===== config.mk =====
export PLATFORM = sky130hd
export DESIGN_NAME = param_signed_seq_alu
export DESIGN_NICKNAME = d
export VERILOG_FILES = /design/src/rtl/param_signed_seq_alu.sv
export SDC_FILE = /design/constraint.sdc
export NUM_CORES = 1
export LEC_CHECK = 0
export ABC_AREA = 1
export CORE_MARGIN = 4
export CORE_UTILIZATION = 45
export DETAILED_ROUTE_END_ITERATION = 10
export HOLD_SLACK_MARGIN = 0.03
export PLACE_DENSITY = 0.77
export SYNTH_ARGS = -nofsm -noshare
export SYNTH_HDL_FRONTEND = slang
export SYNTH_SLANG_ARGS = --single-unit

===== constraint.sdc =====
create_clock -name clk -period 3.7 [get_ports clk]
set_input_delay 0.925 -clock clk [delete_from_list [all_inputs] [get_ports clk]]
set_output_delay 0.925 -clock clk [all_outputs]
set_load 0.05 [all_outputs]

===== src/rtl/param_signed_seq_alu.sv =====
// WIDTH-bit signed ALU with valid/ready handshakes: add/sub finish in one cycle,
// mul/div iterate WIDTH cycles on operand magnitudes and fix the sign at the end.
module param_signed_seq_alu #(
  parameter int WIDTH = 6
) (
  input  logic                    clk,
  input  logic                    rst_n,
  input  logic                    in_valid,
  output logic                    in_ready,
  input  logic [1:0]              op,
  input  logic signed [WIDTH-1:0] a,
  input  logic signed [WIDTH-1:0] b,
  output logic                    out_valid,
  input  logic                    out_ready,
  output logic signed [WIDTH-1:0] s,
  output logic signed [WIDTH-1:0] r,
  output logic                    ovf,
  output logic                    zero,
  output logic                    neg,
  output logic                    dz
);

  localparam int CW = $clog2(WIDTH + 1);

  localparam logic [1:0] S_IDLE = 2'd0;
  localparam logic [1:0] S_CALC = 2'd1;
  localparam logic [1:0] S_DONE = 2'd2;

  localparam logic [1:0] OP_ADD = 2'd0;
  localparam logic [1:0] OP_SUB = 2'd1;
  localparam logic [1:0] OP_MUL = 2'd2;

  function automatic logic add_ovf(input logic [WIDTH-1:0] x, y, sum);
    return (x[WIDTH-1] == y[WIDTH-1]) && (sum[WIDTH-1] != x[WIDTH-1]);
  endfunction

  function automatic logic sub_ovf(input logic [WIDTH-1:0] x, y, diff);
    return (x[WIDTH-1] != y[WIDTH-1]) && (diff[WIDTH-1] != x[WIDTH-1]);
  endfunction

  // Most-negative maps to 2^(WIDTH-1), which still fits as an unsigned magnitude.
  function automatic logic [WIDTH-1:0] magnitude(input logic [WIDTH-1:0] x);
    return x[WIDTH-1] ? (~x + 1'b1) : x;
  endfunction

  function automatic logic mul_ovf(input logic [2*WIDTH-1:0] p);
    return !((&p[2*WIDTH-1:WIDTH-1]) || !(|p[2*WIDTH-1:WIDTH-1]));
  endfunction

  logic [1:0]         state_q, state_d;
  logic [CW-1:0]      cnt_q, cnt_d;
  logic [2*WIDTH-1:0] work_q, work_d;
  logic [WIDTH-1:0]   mag_q, mag_d;
  logic               div_q, div_d;
  logic               nres_q, nres_d;
  logic               nega_q, nega_d;
  logic signed [WIDTH-1:0] s_q, s_d, r_q, r_d;
  logic               ovf_q, ovf_d, zero_q, zero_d, neg_q, neg_d, dz_q, dz_d;
  logic               ld;

  // Multiply step: work = {accumulator, multiplier}, shift right each cycle.
  logic [WIDTH:0]     mul_sum;
  logic [2*WIDTH-1:0] mul_nxt;
  assign mul_sum = {1'b0, work_q[2*WIDTH-1:WIDTH]} + (work_q[0] ? {1'b0, mag_q} : '0);
  assign mul_nxt = {mul_sum, work_q[WIDTH-1:1]};

  // Restoring divide step: work = {remainder, dividend/quotient}; remainder < divisor.
  logic [WIDTH-1:0]   rem_sh;
  logic [WIDTH:0]     div_diff;
  logic               div_ge;
  logic [2*WIDTH-1:0] div_nxt;
  assign rem_sh   = {work_q[2*WIDTH-2:WIDTH], work_q[WIDTH-1]};
  assign div_diff = {1'b0, rem_sh} - {1'b0, mag_q};
  assign div_ge   = ~div_diff[WIDTH];
  assign div_nxt  = {(div_ge ? div_diff[WIDTH-1:0] : rem_sh), work_q[WIDTH-2:0], div_ge};

  logic [2*WIDTH-1:0] prod;
  logic [WIDTH-1:0]   q_mag, rem_mag, fin_s, fin_r;
  logic               fin_ovf;
  assign prod    = nres_q ? (~mul_nxt + 1'b1) : mul_nxt;
  assign q_mag   = div_nxt[WIDTH-1:0];
  assign rem_mag = div_nxt[2*WIDTH-1:WIDTH];
  assign fin_s   = div_q ? (nres_q ? (~q_mag + 1'b1) : q_mag) : prod[WIDTH-1:0];
  assign fin_r   = div_q ? (nega_q ? (~rem_mag + 1'b1) : rem_mag) : '0;
  assign fin_ovf = div_q ? (!nres_q && q_mag[WIDTH-1]) : mul_ovf(prod);

  always_comb begin
    state_d = state_q;
    cnt_d   = cnt_q;
    work_d  = work_q;
    mag_d   = mag_q;
    div_d   = div_q;
    nres_d  = nres_q;
    nega_d  = nega_q;
    s_d     = s_q;
    r_d     = r_q;
    ovf_d   = ovf_q;
    zero_d  = zero_q;
    neg_d   = neg_q;
    dz_d    = dz_q;
    ld      = 1'b0;
    case (state_q)
      S_IDLE: begin
        if (in_valid) begin
          nres_d = a[WIDTH-1] ^ b[WIDTH-1];
          nega_d = a[WIDTH-1];
          cnt_d  = '0;
          if (op == OP_ADD) begin
            s_d = a + b;  r_d = '0;  ovf_d = add_ovf(a, b, s_d);  dz_d = 1'b0;
            ld = 1'b1;  state_d = S_DONE;
          end else if (op == OP_SUB) begin
            s_d = a - b;  r_d = '0;  ovf_d = sub_ovf(a, b, s_d);  dz_d = 1'b0;
            ld = 1'b1;  state_d = S_DONE;
          end else if (op == OP_MUL) begin
            mag_d = magnitude(a);  work_d = {{WIDTH{1'b0}}, magnitude(b)};
            div_d = 1'b0;  state_d = S_CALC;
          end else if (b == '0) begin
            s_d = '0;  r_d = a;  ovf_d = 1'b0;  dz_d = 1'b1;
            ld = 1'b1;  state_d = S_DONE;
          end else begin
            mag_d = magnitude(b);  work_d = {{WIDTH{1'b0}}, magnitude(a)};
            div_d = 1'b1;  state_d = S_CALC;
          end
        end
      end
      S_CALC: begin
        work_d = div_q ? div_nxt : mul_nxt;
        cnt_d  = cnt_q + CW'(1);
        if (cnt_q == CW'(WIDTH - 1)) begin
          s_d = fin_s;  r_d = fin_r;  ovf_d = fin_ovf;  dz_d = 1'b0;
          ld = 1'b1;  state_d = S_DONE;
        end
      end
      S_DONE: begin
        if (out_ready) state_d = S_IDLE;
      end
      default: state_d = S_IDLE;
    endcase
    if (ld) begin
      zero_d = (s_d == '0);
      neg_d  = s_d[WIDTH-1];
    end
  end

  always_ff @(posedge clk) begin
    if (!rst_n) begin
      state_q <= S_IDLE;
      cnt_q   <= '0;
      s_q     <= '0;
      r_q     <= '0;
      ovf_q   <= 1'b0;
      zero_q  <= 1'b0;
      neg_q   <= 1'b0;
      dz_q    <= 1'b0;
    end else begin
      state_q <= state_d;
      cnt_q   <= cnt_d;
      s_q     <= s_d;
      r_q     <= r_d;
      ovf_q   <= ovf_d;
      zero_q  <= zero_d;
      neg_q   <= neg_d;
      dz_q    <= dz_d;
    end
  end

  // Iteration datapath carries no reset; it is always reloaded on acceptance.
  always_ff @(posedge clk) begin
    work_q <= work_d;
    mag_q  <= mag_d;
    div_q  <= div_d;
    nres_q <= nres_d;
    nega_q <= nega_d;
  end

  assign in_ready  = rst_n && (state_q == S_IDLE);
  assign out_valid = (state_q == S_DONE);
  assign s    = s_q;
  assign r    = r_q;
  assign ovf  = ovf_q;
  assign zero = zero_q;
  assign neg  = neg_q;
  assign dz   = dz_q;

endmodule


### M1 wires, run 1

Scale: 4 px per um. Supply wires on this layer in grey.
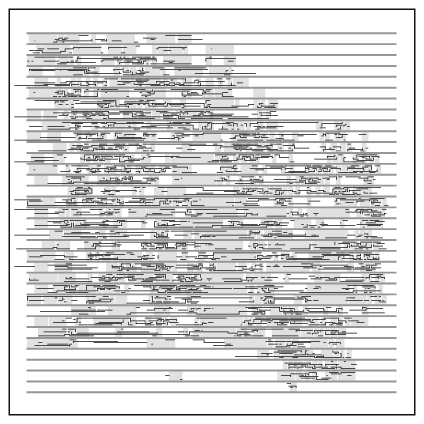
nets with wire on the layer: 628
wire length on this layer: 4650 um
main direction: horizontal
share of all routed wire: 43%

### Cell outlines without signal wires, run 1

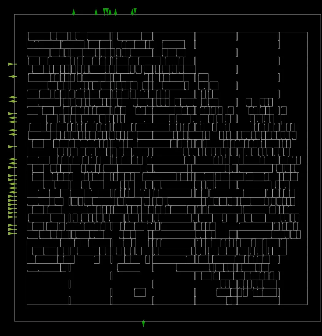
Core Util, Final: 0.539
row count: 33
registers: 42
count of inserted tapcells: 105
count of filler cells inserted in the layout: 810

==> writeup.txt, run 1 <==
The flow ran to the end, and the final reports show no timing, DRC or antenna violations. Max-cap violations in this run came to 0. The run gives 10200 um2 as the chip footprint.

The number of nets in the synthesized netlist is 641. For the setup total negative slack, the log shows 0 ps. The area share of fa/ha/maj cells after synthesis was 0.114; the final routed DRC violation total was 0. The fraction of the yosys area taken by sequential cells is 0.270. Area share of and-or/or-and cells after synthesis: 0.159. The logs give 3460 ps for the data arrival time of the critical path and 3940 ps for the required time reported for the critical path endpoint. The tools report the cell count after synthesis as 590. For the sequential cell fraction of total power, the log shows 0.373. The tools report the via count of the first global-routing pass as 3969. The congestion estimate from routability-driven global placement came to 0.947. The largest total area in the synthesized netlist belongs to edfxtp_1. The tools report the total routed wirelength as 10800 um. Counting every sink on the clock net gives 42.

Per the OpenROAD floorplan log, the height of the die is 101 um. The run gives 5 for the total of clock buffers placed in the layout. The tools report the number of logic gates as 448.

The tool warning count for the run is 32. The total length of routed met2 wires was 5310 um; the power in the clock group was 0.314 mW. With the number of distinct library cells after synthesis at 39, the total length of routed met3 wires is 665 um. The finished layout holds 733 standard cells, fillers aside. OpenSTA lists the critical path endpoint as zero$_SDFFE_PN0P_. Per the post-place timing report, worst setup slack is 207 ps.
### Cells coloured by class, run 1

Scale: 4 px per um.
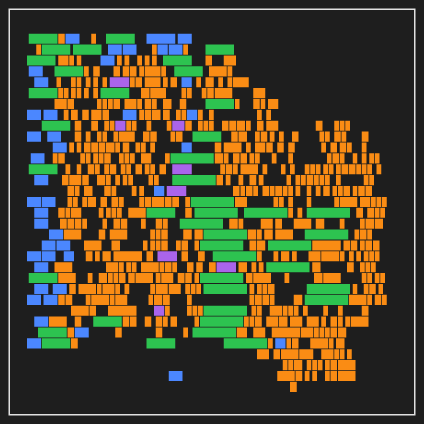
legend:
  other buffers and delay cells:
    colour: blue
    cells: 42
    share_of_their_area: 9.5%
  clock drivers and dummy loads:
    colour: purple
    cells: 8
    share_of_their_area: 2.1%
  combinational and other logic:
    colour: orange
    cells: 536
    share_of_their_area: 64%
  flops:
    colour: green
    cells: 42
    share_of_their_area: 24%

[run 1: worst reg2reg max path, stage by stage, from the launching register on]
cell and delay, ps:
edfxtp_1 470, inv_1 160, ha_1 170, inv_1 60, fa_1 430, nand4_1 130, nand3_2 90, inv_2 110
ha_1 230, o21ai_0 170, o22ai_1 100, nand2_1 110, o21ai_0 100, a21oi_2 160, nand2_1 60, nor2_1 90
nand2_1 50, nor2_1 90, nand2_1 60, a21oi_2 120
[run 1: routing by layer]
| layer | up-vias | track usage |
|---|---|---|
| met2 | 134 | 0.393 |
| met1 | 1858 | 0.286 |
| met3 | 16 | 0.0325 |
| met5 | - | 0 |
| met4 | 0 | 0.0634 |
| li1 | 2009 | - |
--- run 2 (diff from run 1) ---
--- a/config.mk
+++ b/config.mk
@@ -7,10 +7,10 @@
 export LEC_CHECK = 0
 export ABC_AREA = 1
 export CORE_MARGIN = 4
-export CORE_UTILIZATION = 45
+export CORE_UTILIZATION = 48
 export DETAILED_ROUTE_END_ITERATION = 10
 export HOLD_SLACK_MARGIN = 0.03
-export PLACE_DENSITY = 0.77
+export PLACE_DENSITY = 0.81
 export SYNTH_ARGS = -nofsm -noshare
 export SYNTH_HDL_FRONTEND = slang
 export SYNTH_SLANG_ARGS = --single-unit
### Cell outlines without signal wires, run 2

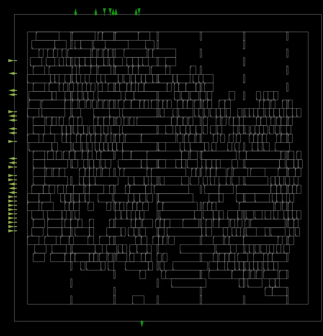
flop share of the area: 0.233
Core Util, Final: 0.578
Final Non-Filler Cells: 730

==> writeup.txt, run 2 <==
The flow ran to the end, and the final reports show no timing, DRC or antenna violations. The total number of clock tree sinks was 42 (unchanged); the number of nets at floorplan was 641 (unchanged). The required time reported for the critical path endpoint is 3940 ps (about the same), and the area share of fa/ha/maj cells after synthesis is 0.114 (unchanged). After global routing, the most crowded layer is met2. The logs give 3430 ps (-30 ps) for the data arrival time of the critical path and 0.227 for the combined global-route utilization of all metal layers.

The run gives 10800 um (+0.16%) for the total routed wirelength. The total number of warnings across the stage logs was 32 (unchanged). The logs give 0 (unchanged) for the final routed DRC violation total and 0.270 (unchanged) for the fraction of the yosys area taken by sequential cells. The vertical die dimension is 98.1 um (-2.9%).

The via count of the first global-routing pass was 3993 (+0.60%). The kind of launch point of the worst setup path is an input pin. For the total length of routed met2 wires, the log shows 5070 um (-4.5%).

The logs give 0.0321 (-0.000383) for the met3 layer usage reported by global route and 0 ps (unchanged) for the setup total negative slack. The tools report the total number of placement rows as 32 (-3.0%). The critical path is of the in2reg type. The sequential cell fraction of total power came out at 0.346 (-0.027). The total length of routed met3 wires is 891 um (+34%). The run gives 9620 um2 (-5.8%) for the chip footprint. The cell count after synthesis came out at 590 (unchanged).

The max capacitance violation total was 0 (unchanged). The largest share of the power goes to combinational logic. The tools report the number of distinct library cells after synthesis as 39 (unchanged). The tools report the power in the clock group as 0.435 mW (+39%). Global routing met1 resource utilization: 0.284 (-0.00183).
### Wires at chosen ports, followed through buffers, run 2

Scale: 3 px per um.
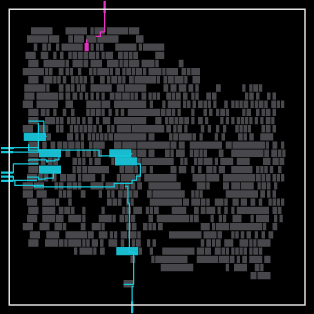
legend:
  `r`:
    colour: cyan
    direction: output
    edge: 5 west, 1 south
    end_cells: 6
    buffers: 6
    wire: 230 um
  `out_valid`:
    colour: magenta
    direction: output
    edge: north
    end_cells: 1
    buffers: 1
    wire: 12.8 um

[run 2: layout make-up]
| class | count | area (um2) |
|---|---|---|
| Clock buffer | 5 | 68.8 |
| Sequential cell | 42 | 1050 |
| Multi-Input combinational cell | 448 | 2450 |
| Inverter | 88 | 330 |
| Timing Repair Buffer | 42 | 413 |
| Tap cell | 102 | 128 |
| Clock inverter | 3 | 63.8 |
| Fill cell | 742 | 3300 |
[run 2: worst paths after layout]
kind	endpoint	cells after the start	from
setup reg to reg	zero$_SDFFE_PN0P_	19	work_q[5]$_DFFE_PP_
hold / removal	dz$_SDFFE_PN0P_	2	dz$_SDFFE_PN0P_
setup / recovery	zero$_SDFFE_PN0P_	15	a[0]
hold reg to reg	dz$_SDFFE_PN0P_	2	dz$_SDFFE_PN0P_
--- run 3 (diff from run 2) ---
--- a/config.mk
+++ b/config.mk
@@ -8,9 +8,11 @@
 export ABC_AREA = 1
 export CORE_MARGIN = 4
 export CORE_UTILIZATION = 48
+export CTS_CLUSTER_SIZE = 8
 export DETAILED_ROUTE_END_ITERATION = 10
 export HOLD_SLACK_MARGIN = 0.03
 export PLACE_DENSITY = 0.81
+export SKIP_CTS_REPAIR_TIMING = 1
 export SYNTH_ARGS = -nofsm -noshare
 export SYNTH_HDL_FRONTEND = slang
 export SYNTH_SLANG_ARGS = --single-unit
### Placement density heat map, run 3

Scale: 4 px per um. The die is cut into 10 by 10 equal tiles; dark blue is low, red is high, 0 to 100% covered.
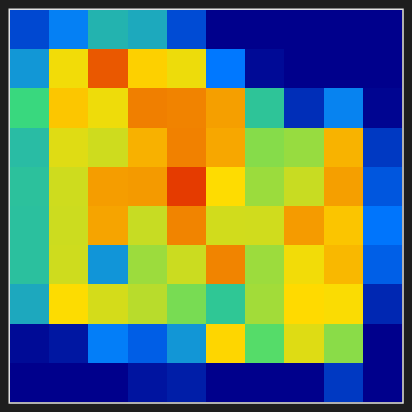
nearly empty tiles: 17%
densest ninth of the die: centre
mean over tiles: 46%

### M1 wires, run 3

Scale: 4 px per um. Supply wires on this layer in grey.
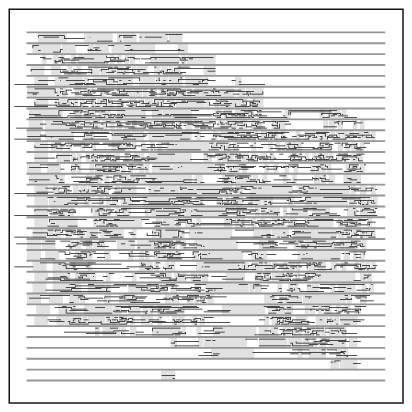
share of all routed wire: 41%
wire length on this layer: 4420 um
longest straight run: 31.3 um

==> writeup.txt, run 3 <==
The flow ran to the end, and the final reports show no timing, DRC or antenna violations. The number of logic stages on the critical path including buffering was 15 (unchanged); the power in the clock group was 0.435 mW (about the same). Vertical die dimension: 98.1 um (unchanged). The tools report the number of nets at floorplan as 641 (unchanged). In this run the critical register-to-register path is launched from work_q[5]$_DFFE_PP_.

The tools report the combined global-route utilization of all metal layers as 0.227 (unchanged). For the chip footprint, the log shows 9620 um2 (unchanged). The start point of the worst hold path was dz$_SDFFE_PN0P_.

The tools report the reg-to-reg endpoint as zero$_SDFFE_PN0P_. The group that draws the most power in this run is combinational logic. The cell count after synthesis came out at 590 (unchanged). The setup total negative slack came out at 0 ps (unchanged). The tools report the total routed wirelength as 10800 um (unchanged). The total number of warnings across the stage logs works out to 32 (unchanged).

The run gives 0.270 (unchanged) for the fraction of the yosys area taken by sequential cells. For hold timing, the worst endpoint is dz$_SDFFE_PN0P_. The tools report the critical path startpoint as a[0].

The run gives 0.578 (unchanged) for the share of the core filled with cells in the final layout. The worst-case reg-to-reg setup slack stands at 640 ps. In this run, synthesis inferred 21 flip-flops with an integrated enable. The worst setup path is launched from an input pin.

For the number of distinct library cells after synthesis, the log shows 39 (unchanged). The start-to-end type of the worst setup path is in2reg. The final cell count without fillers was 730 (unchanged). The tally of filler cells in the layout is 742 (unchanged), and the length in cells of the worst reg-to-reg path is 19 (unchanged). The tools report the logic area as 2450 um2 (unchanged). The total number of placement rows is 32 (unchanged). The total number of clock tree sinks was 42 (unchanged).

With the via count of the first global-routing pass at 3993 (unchanged), the sequential cell fraction of total power is 0.346 (about the same). The run gives 1050 um2 (unchanged) for the sequential cell area in the final layout. The tools report the max capacitance violation total as 0 (unchanged). The cell with the biggest individual delay on the critical path is clkdlybuf4s50_1. The depth of the worst hold-timing path works out to 2 (unchanged).
## run 3: per-layer routing
layer	vias up	part of all wire	global-route usage
li1	2009	-	-
met1	1923	0.41	0.284
met2	220	0.47	0.388
met3	41	0.082	0.0321
met4	0	0.040	0.0990
met5	-	0	0
## run 3: layout make-up
cell class / count / area share
Tap cell: 102 / 0.0283
Clock buffer: 5 / 0.0153
Timing Repair Buffer: 42 / 0.0916
Multi-Input combinational cell: 448 / 0.544
Clock inverter: 3 / 0.0142
Inverter: 88 / 0.0733
Sequential cell: 42 / 0.233
## run 3: logic make-up after synthesis
family,after synthesis,synth area share
xor+xnor,16,0.0360
compound gates,111,0.159
buf+inv,100,0.0996
fa+ha+maj,33,0.114
simple gates,288,0.321
flops,42,0.270
Power and IR drop assume default switching activity.
